File: config.mk
export PLATFORM = sky130hd
export DESIGN_NAME = text_console_writer
export DESIGN_NICKNAME = d
export VERILOG_FILES = /design/src/rtl/text_console_writer_pkg.sv /design/src/rtl/text_console_writer_sweep_counter.sv /design/src/rtl/text_console_writer.sv
export SDC_FILE = /design/constraint.sdc
export NUM_CORES = 1
export LEC_CHECK = 0
export CELL_PAD_IN_SITES_DETAIL_PLACEMENT = 1
export CELL_PAD_IN_SITES_GLOBAL_PLACEMENT = 2
export CORE_AREA = 2 2 113 115
export DETAILED_ROUTE_END_ITERATION = 12
export DIE_AREA = 0 0 115 117
export HOLD_SLACK_MARGIN = 0.1
export PLACE_DENSITY = 0.93
export SYNTH_ARGS = -nofsm -noshare
export SYNTH_HDL_FRONTEND = slang
export SYNTH_SLANG_ARGS = --single-unit
File: constraint.sdc
create_clock -name clk -period 7 [get_ports clk]
set_input_delay 1.05 -clock clk [delete_from_list [all_inputs] [get_ports clk]]
set_output_delay 1.05 -clock clk [all_outputs]
set_load 0.01 [all_outputs]
File: src/rtl/text_console_writer_pkg.sv
// Shared display widths, ctrl_reg layout, control codes and console states.
package text_console_writer_pkg;

  localparam int DP_X_ADDR_WIDTH = 7;
  localparam int DP_Y_ADDR_WIDTH = 5;
  localparam int DP_REG_WIDTH    = 32;

  localparam int CUR_X_LSB = 0;
  localparam int CUR_X_MSB = 7;
  localparam int CUR_Y_LSB = 8;
  localparam int CUR_Y_MSB = 12;

  localparam int TXT_COLS = 80;
  localparam int TXT_ROWS = 30;

  localparam logic [7:0] ASCII_BS  = 8'h08;
  localparam logic [7:0] ASCII_LF  = 8'h0A;
  localparam logic [7:0] ASCII_FF  = 8'h0C;
  localparam logic [7:0] ASCII_CR  = 8'h0D;
  localparam logic [7:0] ASCII_SP  = 8'h20;
  localparam logic [7:0] ASCII_DEL = 8'h7F;

  typedef enum logic [2:0] {
    ST_IDLE,
    ST_EXEC,
    ST_CLR,
    ST_SC_RD,
    ST_SC_WR
  } state_t;

endpackage

File: src/rtl/text_console_writer_sweep_counter.sv
// Row-major (x, y) walker shared by the clear and scroll sweeps.
module console_sweep_counter
  import text_console_writer_pkg::*;
#(
  parameter int COLS = TXT_COLS
) (
  input  logic                       clk,
  input  logic                       reset_n,
  input  logic                       load,
  input  logic [DP_X_ADDR_WIDTH-1:0] start_x,
  input  logic [DP_Y_ADDR_WIDTH-1:0] start_y,
  input  logic [DP_Y_ADDR_WIDTH-1:0] end_row,
  input  logic                       step,
  output logic [DP_X_ADDR_WIDTH-1:0] x,
  output logic [DP_Y_ADDR_WIDTH-1:0] y,
  output logic                       done
);

  localparam logic [DP_X_ADDR_WIDTH-1:0] X_LAST =
    DP_X_ADDR_WIDTH'(COLS - 1);

  logic [DP_Y_ADDR_WIDTH-1:0] end_q;

  always_ff @(posedge clk) begin
    if (!reset_n) begin
      x     <= '0;
      y     <= '0;
      end_q <= '0;
    end else if (load) begin
      x     <= start_x;
      y     <= start_y;
      end_q <= end_row;
    end else if (step) begin
      if (x == X_LAST) begin
        x <= '0;
        y <= y + 1'b1;
      end else begin
        x <= x + 1'b1;
      end
    end
  end

  assign done = (x == X_LAST) && (y == end_q);

endmodule

File: src/rtl/text_console_writer.sv
// Byte-stream console writer for the 80x30 text buffer.
// Optional scroll at the bottom row: define CONSOLE_SCROLL_EN.
module text_console_writer
  import text_console_writer_pkg::*;
#(
  parameter int COLS = TXT_COLS,
  parameter int ROWS = TXT_ROWS
) (
  input  logic                       clk,
  input  logic                       reset_n,
  input  logic                       char_valid,
  output logic                       char_ready,
  input  logic [7:0]                 char_data,
  input  logic [3:0]                 fg_color,
  input  logic [3:0]                 bg_color,
  output logic                       wr_en,
  output logic [DP_X_ADDR_WIDTH-1:0] wr_x,
  output logic [DP_Y_ADDR_WIDTH-1:0] wr_y,
  output logic [15:0]                wr_data,
  output logic [DP_X_ADDR_WIDTH-1:0] rd_x,
  output logic [DP_Y_ADDR_WIDTH-1:0] rd_y,
  input  logic [15:0]                rd_data,
  output logic [DP_REG_WIDTH-1:0]    ctrl_reg,
  output logic                       busy
);

  localparam int XW = DP_X_ADDR_WIDTH;
  localparam int YW = DP_Y_ADDR_WIDTH;
  localparam logic [XW-1:0] X_LAST = XW'(COLS - 1);
  localparam logic [YW-1:0] Y_LAST = YW'(ROWS - 1);

  state_t state, nstate;

  logic [XW-1:0] cx, nx, px, set_px, ld_x, cnt_x;
  logic [YW-1:0] cy, ny, py, set_py, ld_y, ld_end, cnt_y;
  logic [7:0]    ch;
  logic [3:0]    fg, bg;
  logic          set_pend, cnt_load, cnt_step, cnt_done, do_nl;
  logic          is_print;

  console_sweep_counter #(.COLS(COLS)) u_cnt (
    .clk     (clk),
    .reset_n (reset_n),
    .load    (cnt_load),
    .start_x (ld_x),
    .start_y (ld_y),
    .end_row (ld_end),
    .step    (cnt_step),
    .x       (cnt_x),
    .y       (cnt_y),
    .done    (cnt_done)
  );

  always_ff @(posedge clk) begin
    if (!reset_n) begin
      state <= ST_IDLE;
      cx    <= '0;
      cy    <= '0;
      px    <= '0;
      py    <= '0;
      ch    <= '0;
      fg    <= '0;
      bg    <= '0;
    end else begin
      state <= nstate;
      cx    <= nx;
      cy    <= ny;
      if (set_pend) begin
        px <= set_px;
        py <= set_py;
      end
      if (char_valid && char_ready) begin
        ch <= char_data;
        fg <= fg_color;
        bg <= bg_color;
      end
    end
  end

  assign is_print = (ch >= ASCII_SP) && (ch != ASCII_DEL);

  always_comb begin
    nstate   = state;
    nx       = cx;
    ny       = cy;
    wr_en    = 1'b0;
    wr_x     = '0;
    wr_y     = '0;
    wr_data  = '0;
    rd_x     = '0;
    rd_y     = '0;
    cnt_load = 1'b0;
    cnt_step = 1'b0;
    ld_x     = '0;
    ld_y     = '0;
    ld_end   = '0;
    set_pend = 1'b0;
    set_px   = '0;
    set_py   = '0;
    do_nl    = 1'b0;
    unique case (state)
      ST_IDLE: begin
        if (char_valid && char_ready) nstate = ST_EXEC;
      end
      ST_EXEC: begin
        nstate = ST_IDLE;
        unique case (1'b1)
          is_print: begin
            wr_en   = 1'b1;
            wr_x    = cx;
            wr_y    = cy;
            wr_data = {bg, fg, ch};
            if (cx != X_LAST) nx = cx + 1'b1;
            else              do_nl = 1'b1;
          end
          (ch == ASCII_LF): do_nl = 1'b1;
          (ch == ASCII_CR): nx = '0;
          (ch == ASCII_BS): begin
            if (cx != '0) begin
              nx      = cx - 1'b1;
              wr_en   = 1'b1;
              wr_x    = cx - 1'b1;
              wr_y    = cy;
              wr_data = {bg, fg, ASCII_SP};
            end else if (cy != '0) begin
              nx      = X_LAST;
              ny      = cy - 1'b1;
              wr_en   = 1'b1;
              wr_x    = X_LAST;
              wr_y    = cy - 1'b1;
              wr_data = {bg, fg, ASCII_SP};
            end
          end
          (ch == ASCII_FF): begin
            cnt_load = 1'b1;
            ld_end   = Y_LAST;
            set_pend = 1'b1;
            nstate   = ST_CLR;
          end
          default: ;
        endcase
        if (do_nl) begin
          nx = '0;
          if (cy != Y_LAST) begin
            ny = cy + 1'b1;
          end else begin
            // Cursor holds still until the sweep finishes.
            nx       = cx;
            cnt_load = 1'b1;
            set_pend = 1'b1;
`ifdef CONSOLE_SCROLL_EN
            ld_end   = YW'(ROWS - 2);
            set_py   = Y_LAST;
            nstate   = ST_SC_RD;
`else
            nstate   = ST_CLR;
`endif
          end
        end
      end
      ST_CLR: begin
        wr_en    = 1'b1;
        wr_x     = cnt_x;
        wr_y     = cnt_y;
        wr_data  = {bg, fg, ASCII_SP};
        cnt_step = 1'b1;
        if (cnt_done) begin
          nstate = ST_IDLE;
          nx     = px;
          ny     = py;
        end
      end
`ifdef CONSOLE_SCROLL_EN
      ST_SC_RD: begin
        rd_x   = cnt_x;
        rd_y   = cnt_y + 1'b1;
        nstate = ST_SC_WR;
      end
      ST_SC_WR: begin
        wr_en    = 1'b1;
        wr_x     = cnt_x;
        wr_y     = cnt_y;
        wr_data  = rd_data;
        cnt_step = 1'b1;
        nstate   = ST_SC_RD;
        if (cnt_done) begin
          cnt_load = 1'b1;
          ld_y     = Y_LAST;
          ld_end   = Y_LAST;
          nstate   = ST_CLR;
        end
      end
`endif
      default: nstate = ST_IDLE;
    endcase
  end

`ifndef CONSOLE_SCROLL_EN
  logic unused_rd;
  assign unused_rd = ^rd_data;
`endif

  assign char_ready = (state == ST_IDLE) && reset_n;
  assign busy = (state == ST_CLR) || (state == ST_SC_RD) ||
                (state == ST_SC_WR);

  always_comb begin
    ctrl_reg = '0;
    ctrl_reg[CUR_X_MSB:CUR_X_LSB] = 8'(cx);
    ctrl_reg[CUR_Y_MSB:CUR_Y_LSB] = cy;
  end

endmodule

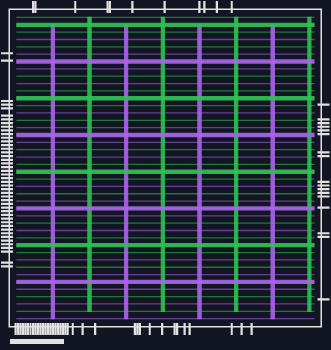
**Above:** run 1 (supply network).
Bar = 20 µm. Pins as bars on the die edge.
| color | net |
|---|---|
| green | VDD |
| purple | VSS |
met4 straps: 8
rows: 41

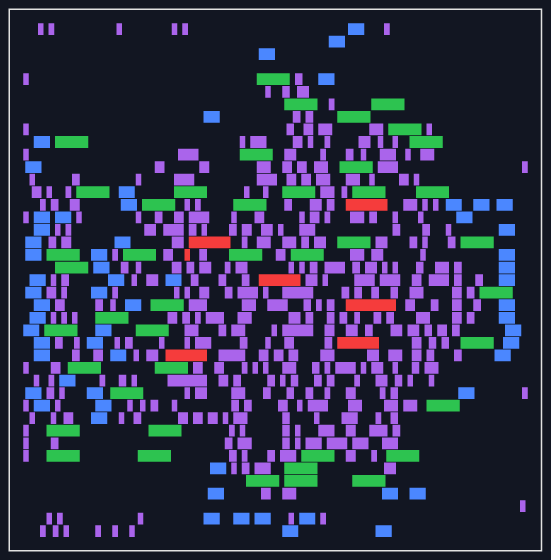
**Above:** run 1 (placement by cell class).
| color | class | cells |
|---|---|---|
| red | clock drivers and dummy loads | 7 |
| purple | combinational and other logic | 365 |
| green | flops | 43 |
| blue | other buffers and delay cells | 61 |

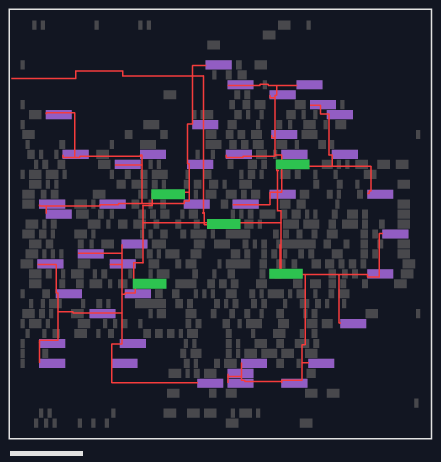
**Above:** run 1 (routed clock nets over the placement).
Bar = 20 µm.
[red] clock wires | length: 765 µm
[green] clock drivers | count: 5
[purple] flip-flops | count: 43
routed clock nets: 6

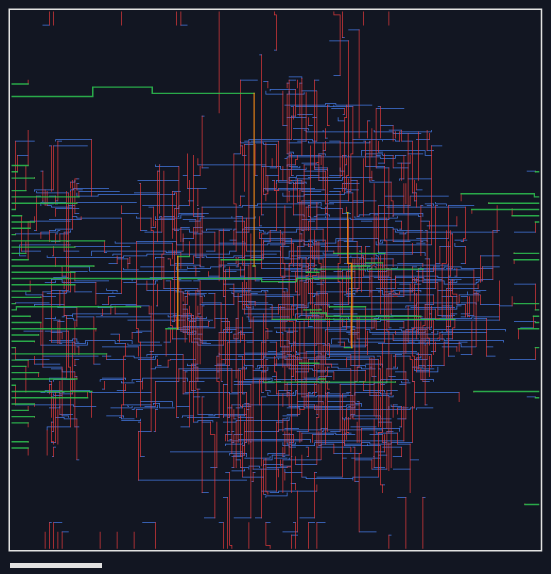
**Above:** run 1 (wiring by layer).
Bar = 20 µm.
| color | layer | wire length |
|---|---|---|
| orange | metal 4 | 83.2 µm |
| blue | metal 1 | 4490 µm |
| green | metal 3 | 716 µm |
| red | metal 2 | 4670 µm |
routed length per instance: 15.9 µm
Routed WL: 9950 µm
vias: 3212
all-layer global routing usage: 15.2%

==> summary.txt, run 1 <==
impl run done, here's what came out: Commonest flop dfxtp_1, largest cells by area after synthesis dfxtp_1 27%, buf_4 7.4%, nand2_1 7.1%, RSZ-0062 raised after global routing false, Die Height 117 µm, worst r2r dst cx[3], final core utilization 32.2%, top layer in use met4, largest fanout on the critical path 10, Crit path required time between 5 and 6 ns, Comb power between 0.1 and 0.15 mW, switching part of the total power 29.2%, P_int 0.468 mW, area grow syn2layout 22.7%, drt first pass iters 4, max frequency ~220 MHz, Core Area roughly 12000 µm², R2R Path Start cx[0], power density of the placed cells approximately 170 nW/µm², post_cts resized 0, Synth top area share 26.6%, Yosys chip area 3230 µm², Site Rows between 40 and 50, family with the most delay on the worst path simple AND/OR/NAND/NOR gates, crit path time final 4.54 ns, Post-Syn Area per Cell 7.44 µm², cells on worst reg2reg path 8, worst reg-to-reg setup slack 4.31 ns, Pre-Place Util 26.2%, crit path cell chain inv_1 > ha_1 > nor3b_2 > nand2_1 > o21ai_2 > a21oi_1 > o21a_1 > and2_1 > clkdlybuf4s50_1, post-synthesis register bit count 43, final setup vio count 0, CTS buffer count 5, Seq share, synth between 20% and 30%, worst hold path cell count 2, H-tree depth 2, outcome finished, final reports clean, Inst Count DP 619, Max Clock Skew 0.00346 ns, Storage cell area 861 µm², final cell count without fillers 626, nature of the critical path startpoint flop, port bufs 61, TNS Setup 0 ns, met1 GRT Util 19.8%, YS warnings 0, Antenna Violating Nets Remaining 0, clock root buffer clkbuf_16, GP Congestion 0.896, proportion of power drawn by the clock network between 40% and 50%, clk latency late pin 0.29 ns, worst stage delay on the critical path 0.50 ns, CTS tree done, Post-Synthesis Cell Area 3230 µm², vias in the first global route approximately 3200, Logic pwr share 19.0%, crit path kind reg2out, Critical Path Source cx[0], tool warnings 48, crit path capture wr_data[10], wire length on met3 716 µm, DRC viols 0, layout cell share with drive strength beyond 1 4.83%, Levels on crit path 9, biggest regs ch: 8 flops, cx: 7 flops, u_cnt.x: 7 flops, MaxCap Viol Count 0, slowest CP cell nor3b_2, Clock Sinks 43, Max Slew Vio Count 0, Max-slew headroom 35.3%, Synth top cells by count 61 x nand2_1, 43 x dfxtp_1, 40 x o21ai_0, dpl cell area 3800 µm²
## run 1: cell families after synthesis
logic type | after synthesis | share of synthesized area (%)
and+or+nand+nor | 170 | 27.4
adders and majority gates | 12 | 4.65
muxes | 2 | 0.620
xor gates and xnor gates | 12 | 3.25
buffers and inverters | 71 | 12.2
AOI/OAI and AO/OA | 123 | 25.1
DFF | 43 | 26.6
other | 1 | 0.116
## run 1: area by class of cell
class,instances,share of cell area (%)
multi-input cells,351,52.8
flip-flops and latches,43,21.7
repair buffers,61,15.4
well taps,150,4.74
clock buffers,6,3.25
inverters,14,1.33
clock inverters,1,0.758
**Run 1: clock nets**

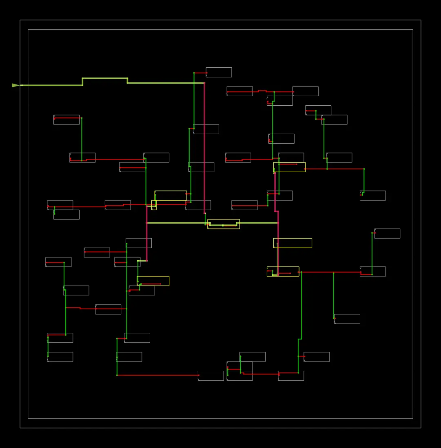

## Run 2: what changed since run 1
Settings changed: CORE_AREA 2 2 113 115 to 2 2 117 119, DIE_AREA 0 0 115 117 to 0 0 119 121, PLACE_DENSITY 0.93 to 0.88.
Clock period 7 ns to 4.2 ns, I/O delays scaled along.
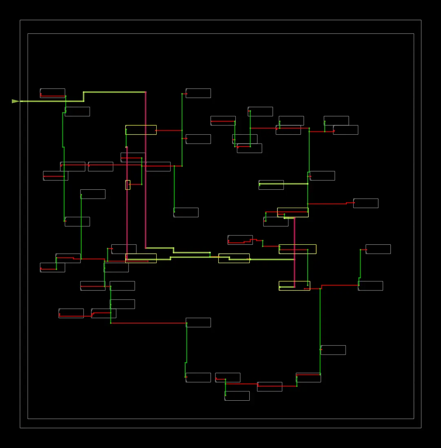
**Above:** run 2 (clock nets).
Max Clock Skew: 0.00188 ns
Clock Sinks: 43
clk latency late pin: 0.29 ns
CTS buffer count: 5

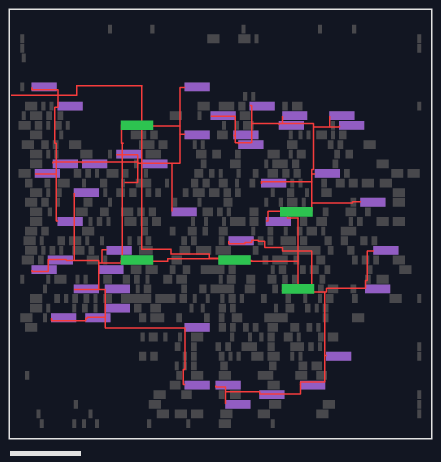
**Above:** run 2 (routed clock nets over the placement).
Bar = 20 µm.
[red] clock wires | length: 797 µm
[green] clock drivers | count: 5
[purple] flip-flops | count: 43
flops lie: widely spread

==> summary.txt, run 2 <==
impl run done, here's what came out: outcome finished, final reports clean, final cell count without fillers 656 (+4.8%), largest net degree at the start of global routing 18, dpl cell area 3870 µm² (+1.6%), area grow syn2layout 24.8%, grt met2 use about 24%, crit path cell chain inv_1 > ha_1 > or3b_1 > nor2_2 > inv_2 > o21ai_2 > a21oi_1 > o21a_1 > and2_1 > clkdlybuf4s50_1, flop count 43 (unchanged), family with the most delay on the worst path simple AND/OR/NAND/NOR gates, max FFs per register 8, Crit path required time 3.57 ns (-2.38 ns), nature of the critical path startpoint flop, count of non-CTS inverters in the layout 14 (unchanged), Max-slew headroom 38.8% (+3.5 points), worst-case vdd ir drop 166 µV, layout cell share with drive strength beyond 1 5.63% (+0.79 points), Post-Syn Instances 434, vias in the first global route 3300 (+3.0%), met1 GRT Util 18.9% (-0.98 points), H-tree depth 2 (unchanged), combinational share of cell area 52.0% (-0.75 points), Post-synth EDFFs 0, YS warnings 0 (unchanged), Top pwr grp clock, first-pass GRT wire length 16900 µm, mi-comb count 351 (unchanged), Post-Syn Area per Cell 7.44 µm² (unchanged), non-clock buffer count in the final layout 65 (+6.6%), worst stage delay on the critical path 0.48 ns (-0.02 ns), all-layer global routing usage 14.7% (-0.53 points), final setup vio count 0 (unchanged), fraction of registers with async set/reset 0%, Worst Slack Setup Final about 0.27 ns, slowest CP cell clkdlybuf4s50_1, worst hold path cell count 2 (unchanged), Final Cycle Share 93.5%, met3 GRT Util 3.67%, Commonest flop dfxtp_1, # clk buffers 6 (unchanged), Logic pwr share 19.8% (+0.8 points), power density of the placed cells 277 nW/µm² (+66%), R2R Path Start state[0], biggest regs ch: 8 flops, cx: 7 flops, u_cnt.x: 7 flops, diode count 0, CTS tree done, Post-Synthesis Cell Area 3230 µm² (unchanged), Seq. pwr 0.445 mW, Final nets 527, Inst Count DP 649 (+4.8%), RSZ-0062 raised after global routing false, simple-gate portion of the synthesized area 27.4% (unchanged), post-CTS setup buffers 0, port bufs 61 (unchanged), Worst Tran Pin Value 0.916 ns, MaxCap Viol Count 0 (unchanged), Clock group 0.449 mW, Yosys chip area 3230 µm² (unchanged), dominant logic cell types in the final layout 61 x nand2_1, 61 x clkdlybuf4s50_1, 43 x dfxtp_1, dpl ws 0.606 ns, Die Wd 119 µm, worst r2r dst u_cnt.y[4], switching part of the total power 29.4% (+0.24 points), GP Congestion 0.890 (-0.77%), final core utilization 30.8% (-1.4 points), largest cells by area after synthesis dfxtp_1 27%, buf_4 7.4%, nand2_1 7.1%, P_int 0.787 mW (+68%), largest fanout on the critical path 9 (-1), Comb area 2100 µm², Layout clock area frac 3.94% (-0.068 points), Psw 0.328 mW, Non-clock buffer share 15.9% (+0.48 points), AO/OA Area Share 25.1% (unchanged), cell total in the yosys stat output 434, total power roughly 1.1 mW, I/O pin count around 110, Core Area 13100 µm² (+6.3%), most common cell in the netlist nand2_1, Static Leak between 1 and 1.5 nW, CP Capture Type output pin, crit path kind reg2out, post-synthesis register bit count 43 (unchanged), Storage cell area 861 µm² (unchanged), Comb power 0.221 mW (+77%), hold crit path type reg2reg, Tapcells 176 (+17%), fa+ha+maj area frac 4.65% (unchanged), vias 3236 (+0.75%), Synth cell types approximately 66, Pre-Place Util 24.7% (-1.6 points), tool warnings 48 (unchanged), DRC viols 0 (unchanged), Seq share, synth 26.6% (unchanged), Top reg by flops ch, max frequency 255 MHz, Max Slew Vio Count 0 (unchanged), Synth top cells by count 61 x nand2_1, 43 x dfxtp_1, 40 x o21ai_0, Leading cell kind combinational gates, clock root buffer clkbuf_16, top comb family, area simple AND/OR/NAND/NOR gates, sequential share of power 39.9%, Antenna Violating Nets Remaining 0 (unchanged), xor/xnor share 3.25% (unchanged), Synth mux share 0.620% (unchanged), area of the die 14400 µm², routed length per instance 15.9 µm (+0.29%), crit path time final 3.93 ns, TNS Setup 0 ns (unchanged), # fillers roughly 1600, CP Data Arrival Time approximately 3.3 ns, cells on worst reg2reg path 7 (-1), worst reg-to-reg setup slack 1.43 ns (-2.88 ns), Most Used Layer, Global Route met2, Die Height 121 µm (+3.4%), launch point of the worst hold path bg[3], proportion of power drawn by the clock network 40.3% (-0.3 points), Routed WL 10500 µm (+5.1%), Synth top area share 26.6% (unchanged), post-synth top area cell dfxtp_1, initial antenna violation count 0, drt first pass iters 5 (+1), Hold Buf Count CTS 0
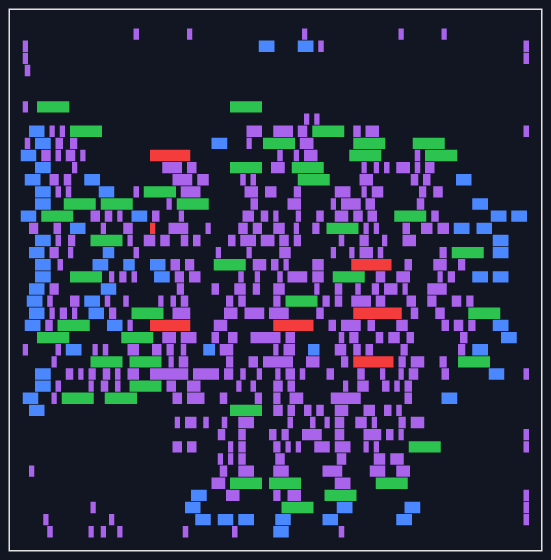
**Above:** run 2 (placement by cell class).
| color | class | cells |
|---|---|---|
| purple | combinational and other logic | 365 |
| green | flops | 43 |
| blue | other buffers and delay cells | 65 |
| red | clock drivers and dummy loads | 7 |
post-route cell area: 4030 µm²
Site Rows: 42
flop share of the area: 21.4%

-- run 2: cell counts after synthesis --
Identical to the previous run, type by type.
-- run 2: layer usage --
layer / vias up / wire length, µm
li1: 1568 / -
met1: 1557 / 4860
met2: 96 / 4780
met3: 15 / 631
met4: 0 / 194
met5: - / 0
-- run 2: worst max path at each step --
stage | start | endpoint | cells after the start
finish | cy[0] | wr_data[9] | 10
global route | cy[0] | wr_data[9] | 10
CTS | cy[0] | wr_data[9] | 10
detailed placement | cx[0] | wr_y[1] | 8
global placement | cy[0] | wr_data[13] | 10
floorplan | cx[0] | wr_data[10] | 8
-- run 2: repair_timing --
action,4_1_cts,5_1_grt
hold endpoints to repair,0,0
endpoints found under the setup margin,0,2
resized,0,1
Power and IR drop assume default switching activity.
